**Run 1: close-up of the layout**

Region (35, 129) to (60, 154) um. Cells in gray, sequential cells in the stronger gray; small squares are vias.
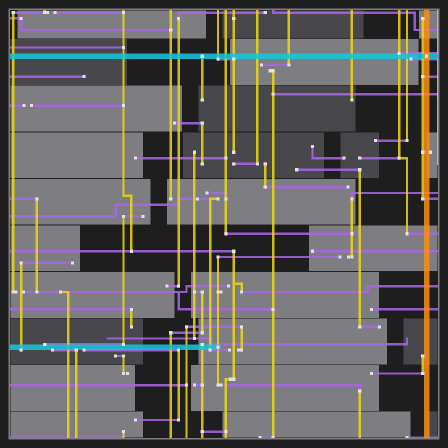
**Run 1: the metal 1 layer**

(2 px per um)
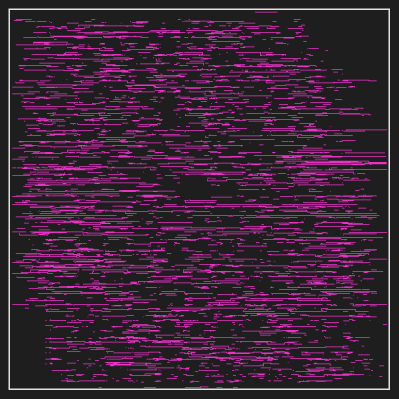
**Run 1: cells colored by class**

(2 px per um)
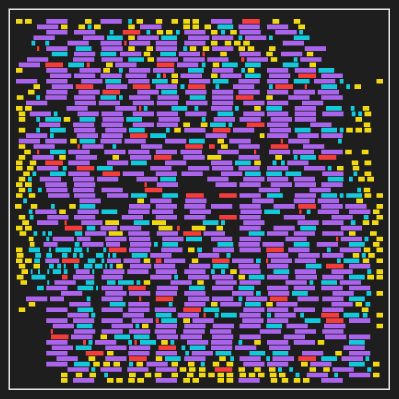
Design fetch_queue, sky130hd; sources not shown.
==> summary.txt, run 1 <==
Implementation progress

Across every metal layer, demand over resource in global routing totals a little under 20%. The arrival time at the worst endpoint stands at 3220 ps. The final timing report counts setup violations totalling 0.

Per the final layout report, the fraction of cells sized above drive strength 1 comes to 18.0%. The count of buffers from port buffering stands at about 220. The setup fix buffers added after clock tree synthesis stands at 0.

On the final layout, the worst hold slack is just over 300 ps. Using the TritonRoute via totals, the vias-per-cell ratio works out to approximately 5.4. The post-synthesis instance area stands at 16500 um^2.

The critical path's largest stage delay stands at roughly 880 ps. The number of distinct library cells after synthesis stands at 27. Before placement the cells fill roughly half of the core. In this run, synthesis produced a sequential element count of 433. The report counts max-capacitance violations totalling 0.

The register with the most flip-flops in the layout has between 400 and 500 of them. The first-iteration detailed-routing DRC count stands at 545. The number of antenna violations at the first check in global routing came to 3. The placed instances occupy a cell area of 19200 um^2. After its last routability iteration, the placer logged a weighted congestion of slightly above 0.7. The clock sink count stands at roughly 430.

The OpenROAD warning count stands at 29. The slew of the pin with the lowest slew margin stands at roughly 850 ps. Among all stages on the critical path, the largest delay is contributed by dfxtp_4.

The first global-routing pass estimated roughly 53000 um of wire. The report shows a maximum critical-path fanout of 38. The number of I/O pins stands at around 220. The power per unit of standard cell area stands at between 300 and 400 nW/um^2. The number of cells on the worst reg-to-reg path stands at 10. Endpoints failing hold in the final report were tallied at 0. Walking the critical path from launch to capture passes 4 cell instances. The count of buffering cells on the critical path with inverters included stands at 2. From bottom edge to top edge, the die measures 189 um. Yosys stat counts approximately 720 cells in the synthesized netlist.

The run finished with clean final reports. Per the detail_route report, routed wire per instance is 23.4 um. The number of cells traversed by the worst hold path stands at 2.

The final HPWL from detailed placement stands at 20100 um. Looking at the clock tree report, the root buffer type is clkbuf_16. At the worst endpoint, the required time is 4600 ps.
## Picture notes: 'close-up of the layout'
legend:
  purple:
    layer: M1
  orange:
    layer: M4
  yellow:
    layer: M2
  cyan:
    layer: M3
most frequent: edfxtp_1 (14), mux4_2 (3), clkbuf_16 (2)
sequential cells in the window: 14
cells with their middle in the window: 20

## Picture notes: 'the metal 1 layer'
longest straight run: 58.9 um
share of all routed wire: 42%
total number of vias: 7836
met1 layer usage reported by global route: 26.7%
Final Routed Wirelength: 33600 um

## Picture notes: 'cells colored by class'
legend:
  purple:
    class: sequential cells
    cells: 433
    share_of_their_area: 65%
  red:
    class: clock drivers and dummy loads
    cells: 72
    share_of_their_area: 6.3%
  cyan:
    class: remaining logic cells
    cells: 254
    share_of_their_area: 17%
  yellow:
    class: remaining buffers and delay cells
    cells: 230
    share_of_their_area: 12%
summed area of non-filler cells in the final layout: 20500 um^2
cell row count: 67
placeable core region: 33700 um^2
flip-flop and latch share of the layout cell area: 63.1%
post-layout util: 60.8%

[run 1: routing by layer]
layer	global-route usage [%]	up-vias	share of wire, %
li1	-	3444	-
met1	26.7	4113	42
met2	32.3	228	50
met3	3.37	49	5.3
met4	5.81	2	2.2
met5	0	-	0.039
[run 1: synthesized netlist by cell type]
cell / n / area, um^2
and3_1: 4 / 25.0
nand4_1: 2 / 12.5
dfxtp_1: 9 / 180
xor2_1: 2 / 17.5
buf_2: 13 / 65.1
nor2b_1: 99 / 619
a21oi_1: 2 / 10.0
nor3_4: 1 / 16.3
or3_1: 2 / 12.5
o21ai_0: 2 / 10.0
mux4_2: 106 / 2390
ha_1: 6 / 75.1
or3b_1: 1 / 8.76
edfxtp_1: 424 / 12700
nor2_1: 5 / 18.8
nand2_1: 3 / 11.3
and2_4: 1 / 8.76
inv_1: 3 / 11.3
fa_1: 1 / 20.0
o31ai_1: 3 / 22.5
clkbuf_1: 17 / 63.8
buf_6: 5 / 56.3
nand3_1: 1 / 5.00
and2b_1: 8 / 60.1
mux2i_1: 1 / 10.0
or2_2: 1 / 6.26
buf_8: 1 / 15.0
[run 1: stage by stage]
| step | worst slack, ps | instances |
|---|---|---|
| 6_report | 1380 | 1440 |
| 5_1_grt | 1110 | 1438 |
| 4_1_cts | 1250 | 1437 |
| 3_5_place_dp | 1840 | 1365 |
| 3_3_place_gp | 1820 | 1365 |
| 2_1_floorplan | 1300 | 723 |
[run 1: cell usage in the layout (no fill, tap or decap), drive strengths merged, types with 8 or more instances in the layout]
master,netlist,layout
nor2b,99,99
inv,3,11
buf,19,9
clkinv,0,19
clkbuf,17,45
dfxtp,9,9
and2b,8,8
edfxtp,424,424
clkdlybuf4s50,0,221
mux4,106,106
[run 1: logic make-up (layout without fill, tap and decap cells)]
| logic type | Yosys count | after routing | share of synthesized area [%] |
|---|---|---|---|
| xor gates and xnor gates | 2 | 2 | 0.106 |
| DFF | 433 | 433 | 78.3 |
| muxes | 107 | 107 | 14.5 |
| AOI/OAI and AO/OA | 7 | 7 | 0.258 |
| adders and majority gates | 7 | 7 | 0.577 |
| and+or+nand+nor | 128 | 128 | 4.88 |
| other | 0 | 3 | 0 |
| buffers and inverters | 39 | 305 | 1.28 |
[run 1: where the power goes]
part           total (mW)  internal [mW]  switching [mW]
Sequential           3.37           3.36          0.0150
Clock                2.39           1.35            1.05
Combinational       0.424          0.229           0.195
[run 1: tightest hold or removal path, stage by stage, from the launching register on]
cell	delay, ps
dfxtp_1	320
nand2_1	60
a21oi_1	70
[run 1: layout make-up]
cell class / instances / area [um^2]
diodes: 3 / 7.51
inverters: 3 / 11.3
clock buffers: 45 / 1130
repair buffers: 230 / 2350
fillers: 2851 / 13200
clock inverters: 27 / 124
flip-flops and latches: 433 / 12900
multi-input cells: 251 / 3380
well taps: 448 / 561
==> run 2, diff against run 1 <==
clock period = 4.8 ns   (was 6 ns; I/O delays follow)
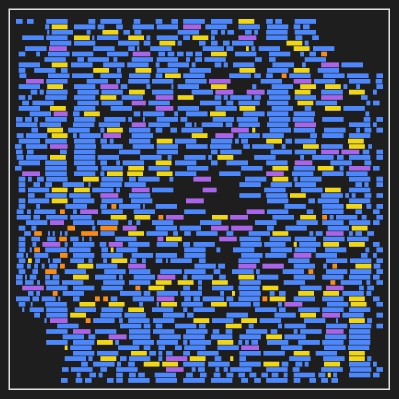
**Above:** run 2 (cell sizes after repair).
(2 px per um)
legend:
  orange:
    size: x3 and x4
    cells: 24
    share: 2.4%
    most_used: buf_4
  blue:
    size: x1 and smaller
    cells: 806
    share: 80%
    most_used: edfxtp_1
  yellow:
    size: x2
    cells: 115
    share: 11%
    most_used: mux4_2
  purple:
    size: x6 and larger
    cells: 63
    share: 6.3%
    most_used: clkbuf_16
area added between synthesis and finish: 26.6%
summed area of non-filler cells in the final layout: 20900 um^2
number of buffers other than clock buffers in the final layout: 240
fin worst setup slack: 851 ps

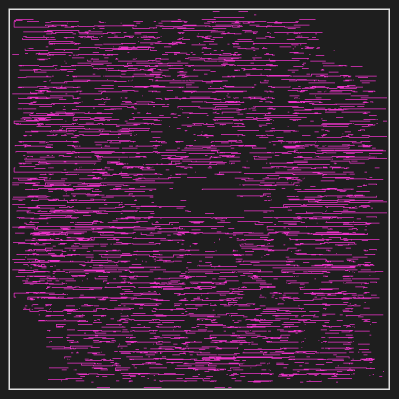
**Above:** run 2 (the metal 1 layer).
(2 px per um)
wire length on this layer: 14700 um
longest straight run: 43.2 um
nets with wire on the layer: 1007
main direction: horizontal
share of all routed wire: 42%
Final Routed Wirelength: 35400 um
met1 layer usage reported by global route: 26.4%
total number of vias: 7862

==> run 2 against run 1 <==
Utilization increased by 1.1 points. Sequential power increased by 25%. Area after synthesis unchanged. Highest routed layer unchanged. Register-to-register slack got worse by 1100 ps. Cell area increased by 1.9%. Sequential cell count unchanged. Critical path type unchanged. Via count increased by 0.33%. Hold slack improved by 15 ps. Clock power increased by about 50%.
==> summary.txt, run 2 <==
Implementation progress

Before placement the cells fill 48.9% of the core. Per the run summary, max-cap violations total 0. The async set or reset register ratio after synthesis stands at 0%. The clock network fraction of total power stands at 43.0%.

The global routing report lists combined usage of all routing layers as a little over 20%. The post-detailed-route wirelength per cell stands at 24.3 um. Looking at the clock tree report, the root buffer type is clkbuf_16. Per the final timing report, the hold violations number 0.

The power share of the sequential group stands at 50.5%. The arrival time at the worst endpoint stands at 2790 ps. At the end of routability-driven placement, the weighted congestion stood at around 0.7.

The number of cells on the worst reg-to-reg path stands at 10. Hold timing on the final database bottoms out at a slack of between 300 and 400 ps. For this run, the leading register cell type out of synthesis is edfxtp_1. The net switching component of the power stands at approximately 1.7 mW. Of the post-synthesis cell area, the dominant cell type holds between 70 and 80%.

The data required time at the worst endpoint stands at 3640 ps. The number of clock sinks came to roughly 430. The power share of the combinational group stands at approximately 6.5%. The flow ran to the end, and the final reports show no timing, DRC or antenna violations. After detailed routing, no signal wire sits above met5.

The height of the chip stands at 189 um. The final count of negative-setup-slack endpoints stands at 0. Looking at the max-slew report, the worst-margin pin has a slew of 790 ps. Looking at the post-CTS report, the setup buffer insertion count equals 0. The post-synthesis instance area stands at about 16000 um^2.

The placement-stage worst setup slack stands at 1260 ps. In the final routing, the length of wire on met1 measures around 15000 um. The top cell types in the final layout, fill and taps aside, are 424 x edfxtp_1, 221 x clkdlybuf4s50_1, 106 x mux4_2. The post-synth tally of flip-flops with integrated enable stands at approximately 420. The register bit count reported by yosys stands at ~430. Ranked by total cell area, the synthesized netlist is headed by edfxtp_1 77%, mux4_2 14%, nor2b_1 3.8%, dfxtp_1 1.1%, ha_1 0.46%.
-- run 2: cell counts after synthesis --
Identical to the previous run, type by type.
-- run 2: cells by family after synthesis --
group / after synthesis / share of synthesized area (%)
flip-flops: 433 / 78.3
AND/OR/NAND/NOR: 128 / 4.88
multiplexers: 107 / 14.5
buffers and inverters: 39 / 1.28
AND-OR/OR-AND: 7 / 0.258
adder cells (fa/ha/maj): 7 / 0.577
XOR/XNOR: 2 / 0.106
-- run 2: per-stage QoR --
stage | util [%] | power (mW) | instances
floorplan | - | 4.50 | 723
global placement | 57.3 | 4.82 | 1375
detailed placement | 57.3 | 4.83 | 1375
CTS | 61.9 | 8.42 | 1456
global route | 61.9 | 8.57 | 1460
finish | 61.9 | 8.33 | 1460
-- run 2: power groups by stage --
| stage | clock [mW] | sequential (mW) | combinational (mW) |
|---|---|---|---|
| 2_1_floorplan | 0 | 4.29 | 0.214 |
| 6_report | 3.59 | 4.21 | 0.538 |
| 3_3_place_gp | 0 | 4.28 | 0.531 |
| 3_5_place_dp | 0 | 4.29 | 0.544 |
| 4_1_cts | 3.66 | 4.21 | 0.549 |
| 5_1_grt | 3.78 | 4.21 | 0.577 |
-- run 2: final cells by class --
cell class / count / area (um^2)
inverters: 3 / 11.3
diodes: 4 / 10.0
multi-input cells: 251 / 3380
well taps: 448 / 561
fillers: 2781 / 12800
clock inverters: 34 / 369
flip-flops and latches: 433 / 12900
repair buffers: 240 / 2440
clock buffers: 47 / 1180
-- run 2: routing by layer --
layer | vias up | GRT usage [%]
li1 | 3460 | -
met1 | 4142 | 26.4
met2 | 195 | 34.7
met3 | 63 | 3.39
met4 | 2 | 6.62
met5 | - | 0
-- run 2: critical path: stages, from the launching register on --
cell and delay (ps):
dfxtp_4 740, buf_4 440, mux4_2 370, nor2b_1 170, clkdlybuf4s50_1 530
Power is estimated from default activity; no workload was simulated.
